Fig. 1: placement view
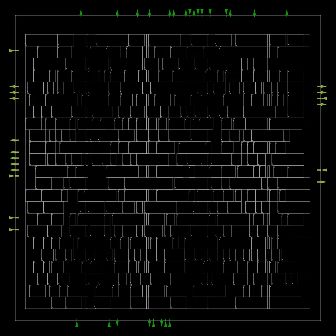
Fig. 2: clock distribution
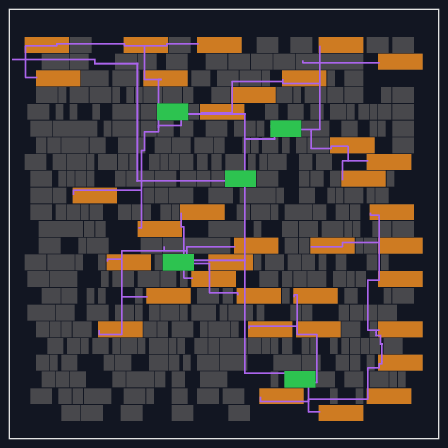
Fig. 3: placement by cell class
Bar = 20 µm.
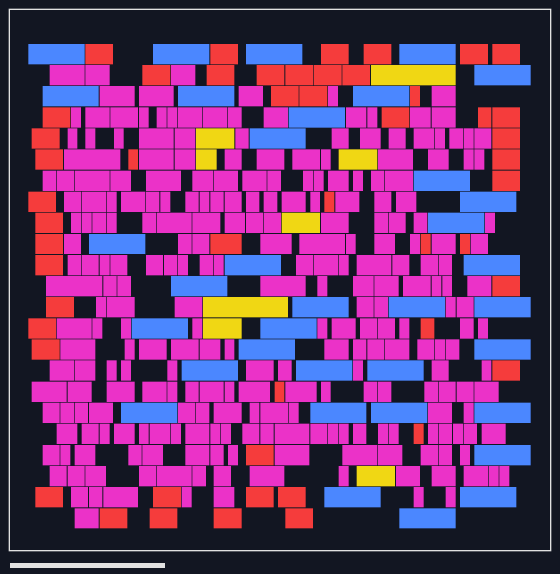
===== src/rtl/vend_pkg.sv =====
`default_nettype none
// +------------------------------------------------------------------+
// | Package    : vend_pkg                                            |
// | Description: Shared types and helpers for the vending controller |
// |              (state encoding, index width, price-table slicing). |
// | Revision   : 1.0  initial release                                |
// +------------------------------------------------------------------+
package vend_pkg;

  typedef enum logic [1:0] {
    ST_IDLE    = 2'd0,
    ST_COLLECT = 2'd1,
    ST_VEND    = 2'd2,
    ST_REFUND  = 2'd3
  } vend_state_t;

  // Price tables are zero-extended to this width before slicing so one
  // helper serves every NUM_ITEMS/MONEY_W combination.
  localparam int c_PRICE_VEC_W = 1024;
  localparam int c_VAL_MAX_W   = 32;

  // Product index width; a single product still gets a 1-bit index.
  function automatic int idx_width(input int n);
    return (n > 1) ? $clog2(n) : 1;
  endfunction

  // Returns item idx of a packed price table, w bits per item, item 0 in the low slice.
  function automatic logic [c_VAL_MAX_W-1:0] price_slice(
    input logic [c_PRICE_VEC_W-1:0] prices,
    input int                       idx,
    input int                       w
  );
    logic [c_PRICE_VEC_W-1:0] v_sh;
    logic [c_VAL_MAX_W-1:0]   v_mask;
    v_sh   = prices >> (idx * w);
    v_mask = (w >= c_VAL_MAX_W) ? '1 : ((c_VAL_MAX_W'(1) << w) - c_VAL_MAX_W'(1));
    return v_sh[c_VAL_MAX_W-1:0] & v_mask;
  endfunction

endpackage
`default_nettype wire


===== src/rtl/vend_ctrl_multi_if.sv =====
`default_nettype none
// +------------------------------------------------------------------+
// | Interface  : vend_ctrl_multi_if                                  |
// | Description: Coin/select inputs and LED/display outputs of the   |
// |              vending controller. master = front-end side,        |
// |              slave = controller side.                            |
// | Revision   : 1.0  initial release                                |
// +------------------------------------------------------------------+
interface vend_ctrl_multi_if
  import vend_pkg::*;
#(
  parameter int NUM_ITEMS = 4,
  parameter int MONEY_W   = 8
);
  localparam int IDX_W = idx_width(NUM_ITEMS);

  logic                 start;
  logic                 cancel;
  logic                 coin_valid;
  logic [MONEY_W-1:0]   coin_val;
  logic                 sel_valid;
  logic [IDX_W-1:0]     sel_idx;

  logic [MONEY_W-1:0]   credit;
  logic [NUM_ITEMS-1:0] afford;
  logic                 coin_rej;
  logic                 vend_led;
  logic [IDX_W-1:0]     vend_idx;
  logic                 change_led;
  logic [MONEY_W-1:0]   change_amt;
  logic                 busy_led;

  modport master (
    output start, cancel, coin_valid, coin_val, sel_valid, sel_idx,
    input  credit, afford, coin_rej, vend_led, vend_idx, change_led, change_amt, busy_led
  );

  modport slave (
    input  start, cancel, coin_valid, coin_val, sel_valid, sel_idx,
    output credit, afford, coin_rej, vend_led, vend_idx, change_led, change_amt, busy_led
  );

endinterface
`default_nettype wire


===== src/rtl/vend_timer.sv =====
`default_nettype none
// +------------------------------------------------------------------+
// | Module     : vend_timer                                          |
// | Description: Up-counter with synchronous clear and a terminal-   |
// |              count flag; the count saturates at term so done     |
// |              stays up until the next clear.                      |
// | Revision   : 1.0  initial release                                |
// +------------------------------------------------------------------+
module vend_timer #(
  parameter int W = 13
) (
  input  logic         clk,
  input  logic         rst,
  input  logic         clr,
  input  logic [W-1:0] term,
  output logic         done
);

  logic [W-1:0] r_cnt;

  // Count cycles since the last clear, stopping at the terminal value
  always_ff @(posedge clk) begin
    if (rst || clr) begin
      r_cnt <= '0;
    end else if (r_cnt != term) begin
      r_cnt <= r_cnt + W'(1);
    end
  end

  assign done = (r_cnt == term);

endmodule
`default_nettype wire


===== src/rtl/vend_ctrl_multi.sv =====
`default_nettype none
// +------------------------------------------------------------------+
// | Module     : vend_ctrl_multi                                     |
// | Description: Parametrised vending controller. Owns the credit    |
// |              register, prices NUM_ITEMS products, gives exact    |
// |              change, refunds on cancel or idle timeout.          |
// | Revision   : 1.0  initial release                                |
// +------------------------------------------------------------------+
module vend_ctrl_multi
  import vend_pkg::*;
#(
  parameter int NUM_ITEMS = 4,
  parameter int MONEY_W   = 8,
  // Item i lives at PRICES[i*MONEY_W +: MONEY_W]; the default lists the
  // low slice last, so item 0 = 25, item 1 = 15, item 2 = 10, item 3 = 5.
  parameter logic [NUM_ITEMS*MONEY_W-1:0] PRICES = {8'd5, 8'd10, 8'd15, 8'd25},
  parameter int MAX_CREDIT = 99,
  parameter int HOLD_CYC   = 500,
  parameter int IDLE_CYC   = 5000
) (
  input  logic              clk,
  input  logic              rst,
  vend_ctrl_multi_if.slave  bus
);

  localparam int c_IDX_W = idx_width(NUM_ITEMS);
  localparam int c_TMAX  = (HOLD_CYC > IDLE_CYC) ? HOLD_CYC : IDLE_CYC;
  localparam int c_TW    = $clog2(c_TMAX + 1);

  localparam logic [c_TW-1:0]    c_IDLE_TERM = c_TW'(IDLE_CYC - 1);
  localparam logic [c_TW-1:0]    c_HOLD_TERM = c_TW'(HOLD_CYC - 1);
  localparam logic [MONEY_W:0]   c_MAX_CRED  = (MONEY_W+1)'(MAX_CREDIT);
  localparam logic [c_PRICE_VEC_W-1:0] c_PRICES_EXT =
    {{(c_PRICE_VEC_W - NUM_ITEMS*MONEY_W){1'b0}}, PRICES};

  vend_state_t          r_state,    w_state_nxt;
  logic [MONEY_W-1:0]   r_credit,   w_credit_nxt;
  logic [MONEY_W-1:0]   r_change,   w_change_nxt;
  logic [c_IDX_W-1:0]   r_vidx,     w_vidx_nxt;
  logic                 r_rej,      w_rej_nxt;
  logic                 r_chg_led,  w_chg_led_nxt;

  logic [MONEY_W-1:0]   w_price [NUM_ITEMS];
  logic [NUM_ITEMS-1:0] w_afford;
  logic                 w_idx_ok;
  logic [MONEY_W-1:0]   w_sel_price;
  logic                 w_sel_ok;
  logic [MONEY_W:0]     w_sum;
  logic                 w_fits;
  logic                 w_activity;
  logic                 w_tmr_clr;
  logic                 w_tmr_done;
  logic [c_TW-1:0]      w_term;

  // Per-item price decode and affordability, compared against registered credit
  for (genvar gi = 0; gi < NUM_ITEMS; gi++) begin : g_item
    assign w_price[gi]  = MONEY_W'(price_slice(c_PRICES_EXT, gi, MONEY_W));
    assign w_afford[gi] = (r_state == ST_COLLECT) && (r_credit >= w_price[gi]);
  end

  assign w_idx_ok    = (32'(bus.sel_idx) < NUM_ITEMS);
  assign w_sel_price = w_idx_ok ? w_price[bus.sel_idx] : '0;
  // Selection is judged on the credit held before any coin of the same cycle.
  assign w_sel_ok    = bus.sel_valid && w_idx_ok && (r_credit >= w_sel_price);
  // One extra bit keeps the overflow test honest when credit+coin exceeds MONEY_W.
  assign w_sum       = {1'b0, r_credit} + {1'b0, bus.coin_val};
  assign w_fits      = (w_sum <= c_MAX_CRED);
  assign w_activity  = bus.coin_valid || bus.sel_valid;

  // The single timer measures idle time in COLLECT and hold time in VEND/REFUND.
  assign w_term = (r_state == ST_COLLECT) ? c_IDLE_TERM : c_HOLD_TERM;

  vend_timer #(
    .W (c_TW)
  ) u_timer (
    .clk  (clk),
    .rst  (rst),
    .clr  (w_tmr_clr),
    .term (w_term),
    .done (w_tmr_done)
  );

  // Next-state and next-datapath decode, priority select > cancel/timeout > coin
  always_comb begin
    w_state_nxt   = r_state;
    w_credit_nxt  = r_credit;
    w_change_nxt  = r_change;
    w_vidx_nxt    = r_vidx;
    w_chg_led_nxt = r_chg_led;
    w_rej_nxt     = 1'b0;

    case (r_state)
      ST_IDLE: begin
        w_rej_nxt = bus.coin_valid;
        if (bus.start) begin
          w_state_nxt  = ST_COLLECT;
          w_credit_nxt = '0;
        end
      end

      ST_COLLECT: begin
        if (w_sel_ok) begin
          w_state_nxt   = ST_VEND;
          w_change_nxt  = r_credit - w_sel_price;
          w_chg_led_nxt = (r_credit != w_sel_price);
          w_vidx_nxt    = bus.sel_idx;
          w_credit_nxt  = '0;
          w_rej_nxt     = bus.coin_valid;
        end else if (bus.cancel || (w_tmr_done && !w_activity)) begin
          w_state_nxt   = ST_REFUND;
          w_change_nxt  = r_credit;
          w_chg_led_nxt = (r_credit != '0);
          w_credit_nxt  = '0;
          w_rej_nxt     = bus.coin_valid;
        end else if (bus.coin_valid) begin
          if (w_fits) begin
            w_credit_nxt = w_sum[MONEY_W-1:0];
          end else begin
            w_rej_nxt = 1'b1;
          end
        end
      end

      default: begin
        w_rej_nxt = bus.coin_valid;
        if (w_tmr_done) begin
          w_state_nxt   = ST_IDLE;
          w_change_nxt  = '0;
          w_vidx_nxt    = '0;
          w_chg_led_nxt = 1'b0;
        end
      end
    endcase

    w_tmr_clr = (r_state == ST_IDLE) || (w_state_nxt != r_state) ||
                ((r_state == ST_COLLECT) && w_activity);
  end

  // State and output registers; reset discards any session in progress
  always_ff @(posedge clk) begin
    if (rst) begin
      r_state   <= ST_IDLE;
      r_credit  <= '0;
      r_change  <= '0;
      r_vidx    <= '0;
      r_rej     <= 1'b0;
      r_chg_led <= 1'b0;
    end else begin
      r_state   <= w_state_nxt;
      r_credit  <= w_credit_nxt;
      r_change  <= w_change_nxt;
      r_vidx    <= w_vidx_nxt;
      r_rej     <= w_rej_nxt;
      r_chg_led <= w_chg_led_nxt;
    end
  end

  assign bus.credit     = r_credit;
  assign bus.afford     = w_afford;
  assign bus.coin_rej   = r_rej;
  assign bus.vend_led   = (r_state == ST_VEND);
  assign bus.vend_idx   = r_vidx;
  assign bus.change_led = r_chg_led;
  assign bus.change_amt = r_change;
  assign bus.busy_led   = (r_state != ST_IDLE);

endmodule
`default_nettype wire

===== src/flat_wrapper.sv =====
// flat-port wrapper written by rule: the top's interface ports become plain ports
module vend_ctrl_multi_flat import vend_pkg::*;
#(
  parameter int NUM_ITEMS = 4,
  parameter int MONEY_W   = 8,
                                                                        
                                                                          
  parameter logic [NUM_ITEMS*MONEY_W-1:0] PRICES = {8'd5, 8'd10, 8'd15, 8'd25},
  parameter int MAX_CREDIT = 99,
  parameter int HOLD_CYC   = 500,
  parameter int IDLE_CYC   = 5000
)
  (clk, rst, bus_start, bus_cancel, bus_coin_valid, bus_coin_val, bus_sel_valid, bus_sel_idx, bus_credit, bus_afford, bus_coin_rej, bus_vend_led, bus_vend_idx, bus_change_led, bus_change_amt, bus_busy_led);
  vend_ctrl_multi_if #(.NUM_ITEMS(NUM_ITEMS), .MONEY_W(MONEY_W)) bus_i ();
  input  logic clk;
  input  logic rst;
  input wire logic [$bits(bus_i.start)-1:0] bus_start;
  input wire logic [$bits(bus_i.cancel)-1:0] bus_cancel;
  input wire logic [$bits(bus_i.coin_valid)-1:0] bus_coin_valid;
  input wire logic [$bits(bus_i.coin_val)-1:0] bus_coin_val;
  input wire logic [$bits(bus_i.sel_valid)-1:0] bus_sel_valid;
  input wire logic [$bits(bus_i.sel_idx)-1:0] bus_sel_idx;
  output wire logic [$bits(bus_i.credit)-1:0] bus_credit;
  output wire logic [$bits(bus_i.afford)-1:0] bus_afford;
  output wire logic [$bits(bus_i.coin_rej)-1:0] bus_coin_rej;
  output wire logic [$bits(bus_i.vend_led)-1:0] bus_vend_led;
  output wire logic [$bits(bus_i.vend_idx)-1:0] bus_vend_idx;
  output wire logic [$bits(bus_i.change_led)-1:0] bus_change_led;
  output wire logic [$bits(bus_i.change_amt)-1:0] bus_change_amt;
  output wire logic [$bits(bus_i.busy_led)-1:0] bus_busy_led;
  assign bus_i.start = bus_start;
  assign bus_i.cancel = bus_cancel;
  assign bus_i.coin_valid = bus_coin_valid;
  assign bus_i.coin_val = bus_coin_val;
  assign bus_i.sel_valid = bus_sel_valid;
  assign bus_i.sel_idx = bus_sel_idx;
  assign bus_credit = bus_i.credit;
  assign bus_afford = bus_i.afford;
  assign bus_coin_rej = bus_i.coin_rej;
  assign bus_vend_led = bus_i.vend_led;
  assign bus_vend_idx = bus_i.vend_idx;
  assign bus_change_led = bus_i.change_led;
  assign bus_change_amt = bus_i.change_amt;
  assign bus_busy_led = bus_i.busy_led;
  vend_ctrl_multi #(.NUM_ITEMS(NUM_ITEMS), .MONEY_W(MONEY_W), .PRICES(PRICES), .MAX_CREDIT(MAX_CREDIT), .HOLD_CYC(HOLD_CYC), .IDLE_CYC(IDLE_CYC)) u_core (.clk(clk), .rst(rst), .bus(bus_i));
endmodule

===== config.mk =====
export PLATFORM = sky130hd
export DESIGN_NAME = vend_ctrl_multi_flat
export DESIGN_NICKNAME = d
export VERILOG_FILES = /design/src/rtl/vend_pkg.sv /design/src/rtl/vend_ctrl_multi_if.sv /design/src/rtl/vend_timer.sv /design/src/rtl/vend_ctrl_multi.sv /design/src/flat_wrapper.sv
export SDC_FILE = /design/constraint.sdc
export NUM_CORES = 1
export LEC_CHECK = 0
export CORE_MARGIN = 2
export CORE_UTILIZATION = 58
export DETAILED_ROUTE_END_ITERATION = 8
export GPL_TIMING_DRIVEN = 0
export PLACE_DENSITY_LB_ADDON = 0.08
export SETUP_SLACK_MARGIN = 0.1
export SLEW_MARGIN = 40
export SYNTH_ARGS = -nofsm -noshare
export SYNTH_HDL_FRONTEND = slang
export SYNTH_SLANG_ARGS = --single-unit

===== constraint.sdc =====
create_clock -name clk -period 5.3 [get_ports clk]
set_input_delay 1.06 -clock clk [delete_from_list [all_inputs] [get_ports clk]]
set_output_delay 1.06 -clock clk [all_outputs]
set_load 0.01 [all_outputs]

==> results.yml <==
# synthesis and place-and-route metrics
logic_synthesis:
  top_area_share_pct: 28.1
  aoi_share_pct: 19.0
  ys_sh_adder_pct: 10.1
  synthArstFlopShare_pct: 0
  ys_seq_share_pct: 28.1
  yosysTopAreaCell: "dfxtp_1"
  yosys_warnings: 0
  yosys-top-cells-count: "dfxtp_1, nor2_1, nand2_1"
  syn_area_mm2: 0.00250
  ff_type: "dfxtp_1"
  yosysChipArea_mm2: 0.00250
  synthesis.nets: 341
  topCellsByArea: "dfxtp_1, ha_1, nor2_1, nand2_1, mux2i_1"
  synth_top_cell_by_count: "dfxtp_1"
  ys_sh_mux_pct: 4.06
  synth_flops: 35
status:
  outcome: "completed"
worst_setup_path:
  path_buffers: 5
  reg2reg_from: "u_core.bus.credit[0]$_SDFFE_PP0P_"
  cp_slowest_cell: "o32ai_2"
  crit_type: "in2reg"
  cpMostUsedCell: "inv_1"
  worstSetupEndpointType: "flip-flop"
  r2r_end: "u_core.bus.credit[5]$_SDFFE_PP0P_"
  slowest_delay_ps: 550
  crit_required_ps: 5510
  crit_start: "bus_sel_idx[0]"
  r2r_cells: 9
  crit_cells: 14
  cp-endpoint: "u_core.bus.credit[5]$_SDFFE_PP0P_"
place:
  port_buffers: 40
  gp_congestion: 0.832
  hpwl_mm: 4.50
  place_area_mm2: 0.00296
clocking:
  cts_tree: "built"
  cts_buffers: 5
  clock_sinks: 35
  post_cts_buffers: 0
  cts_hold_buf: 0
  cts_htree_levels: 2
  root_buffer: "clkbuf_8"
  cts_buffer_depth: 2
  cts_resized: 0
job:
  max_cap_violations: 0
  tool_warnings: 28
worst_hold_path:
  holdPathStages: 1
  holdCritStartpoint: "u_core.u_timer.r_cnt[0]$_SDFFE_PP0N_"
  hold_class: "reg2reg"
  holdPathEnd: "u_core.u_timer.r_cnt[0]$_SDFFE_PP0N_"
pwr:
  leakage_nw: 1.18
  vdd_drop_max_mv: 0.0868
global_route:
  grt_first_pass_wirelength_mm: 9.98
  gr-total-overflow: 0
  grt_pass1_vias: 2174
  antenna_found_initial: 0
finish:
  fin_nets: 388
  drive_gt1_share_pct: 5.93
  area_delta_synth_final_pct: 24.0
  mostFrequentLayoutCells: "clkdlybuf4s50_1, dfxtp_1, nor2_1, nand2_1"
  mostFrequentLayoutCell: "clkdlybuf4s50_1"
  diodes: 0
routing:
  first_pass_iters: 5
  drc: 0
  via_count: 2431
  drtIter0Drc: 278
  detail_route.wl_per_cell_um: 14.7
  drt_wl_total_mm: 5.95
  ant_nets: 0
floorplan:
  ioPinCount: 42
  die_x_um: 69.6
  dieArea_mm2: 0.00484
final_timing:
  timing.slew.headroom_pct: 49.0
  setup_viol: 0
  finalCriticalPeriod_ps: 4020
  worst_slew_pin_slew_ps: 766
  clock.fmax_mhz: 249
  hold_viol: 0
## Picture notes: Fig. 1
tapcell count: 50
total number of placement rows: 23
Finished Layout Cells: 404
fin util: 76.3%
sequential cell area share: 22.6%

## Picture notes: Fig. 2
- clock wires: purple (length 480 µm)
- flip-flops: orange (count 35)
- clock-net drivers: green (count 5)
- flops lie: spread over the die
- routed clock nets: 6
clock latency on the worst-skew pair: 300 ps
clock skew: 8.20 ps
Clock power frac: 45.0%
Clock net power: 0.293 mW

## Picture notes: Fig. 3
- registers: blue (cells 35; share of their area 23%)
- clock drivers and dummy loads: yellow (cells 8; share of their area 4.5%)
- remaining buffers and delay cells: red (cells 50; share of their area 15%)
- remaining logic cells: magenta (cells 261; share of their area 58%)
Core Box Area: 0.00406 mm²
Post-Layout Inst Area: 0.00310 mm²

## power by group
| part | switching (mW) | total [mW] | internal [mW] |
|---|---|---|---|
| combinational | 0.0502 | 0.0911 | 0.0410 |
| sequential | 0.00197 | 0.268 | 0.266 |
| clock | 0.106 | 0.293 | 0.188 |
## through the flow
| step | instances | total power [mW] | utilization [%] | hold slack [ps] |
|---|---|---|---|---|
| floorplan | 306 | 0.332 | - | 418 |
| global placement | 396 | 0.362 | 72.9 | 431 |
| detailed placement | 396 | 0.364 | 72.9 | 439 |
| CTS | 404 | 0.654 | 76.3 | 455 |
| global route | 404 | 0.676 | 76.3 | 487 |
| finish | 404 | 0.652 | 76.3 | 451 |
## layout make-up
| cell class | count | area [µm²] |
|---|---|---|
| plain buffers | 10 | 47.5 |
| fillers | 302 | 962 |
| inverters | 14 | 52.6 |
| flip-flops and latches | 35 | 701 |
| well taps | 50 | 62.6 |
| multi-input cells | 247 | 1700 |
| clock buffers | 5 | 68.8 |
| clock inverters | 3 | 67.6 |
| repair buffers | 40 | 400 |
## cells by family (layout without fill, tap and decap cells)
family                   after synthesis  count (layout)
AND/OR/NAND/NOR                      134             134
AND-OR/OR-AND                         67              67
flip-flops                            35              35
buffers and inverters                 24              72
adder cells (fa/ha/maj)               19              19
XOR/XNOR                              17              17
multiplexers                          10              10
## sequential cells by signal, indices dropped and copies added, names as in the netlist
signal / cells
u_core.u_timer.r_cnt: 13
u_core.bus.change_led: 1
u_core.r_state: 2
u_core.bus.change_amt: 8
u_core.bus.vend_idx: 2
u_core.bus.coin_rej: 1
u_core.bus.credit: 8
## metal layers
layer	share of wire, %	track usage (%)
met4	1.3	8.28
met1	46	34.4
met5	0	0
met3	4.7	3.63
met2	48	40.4
Power and IR drop assume default switching activity.
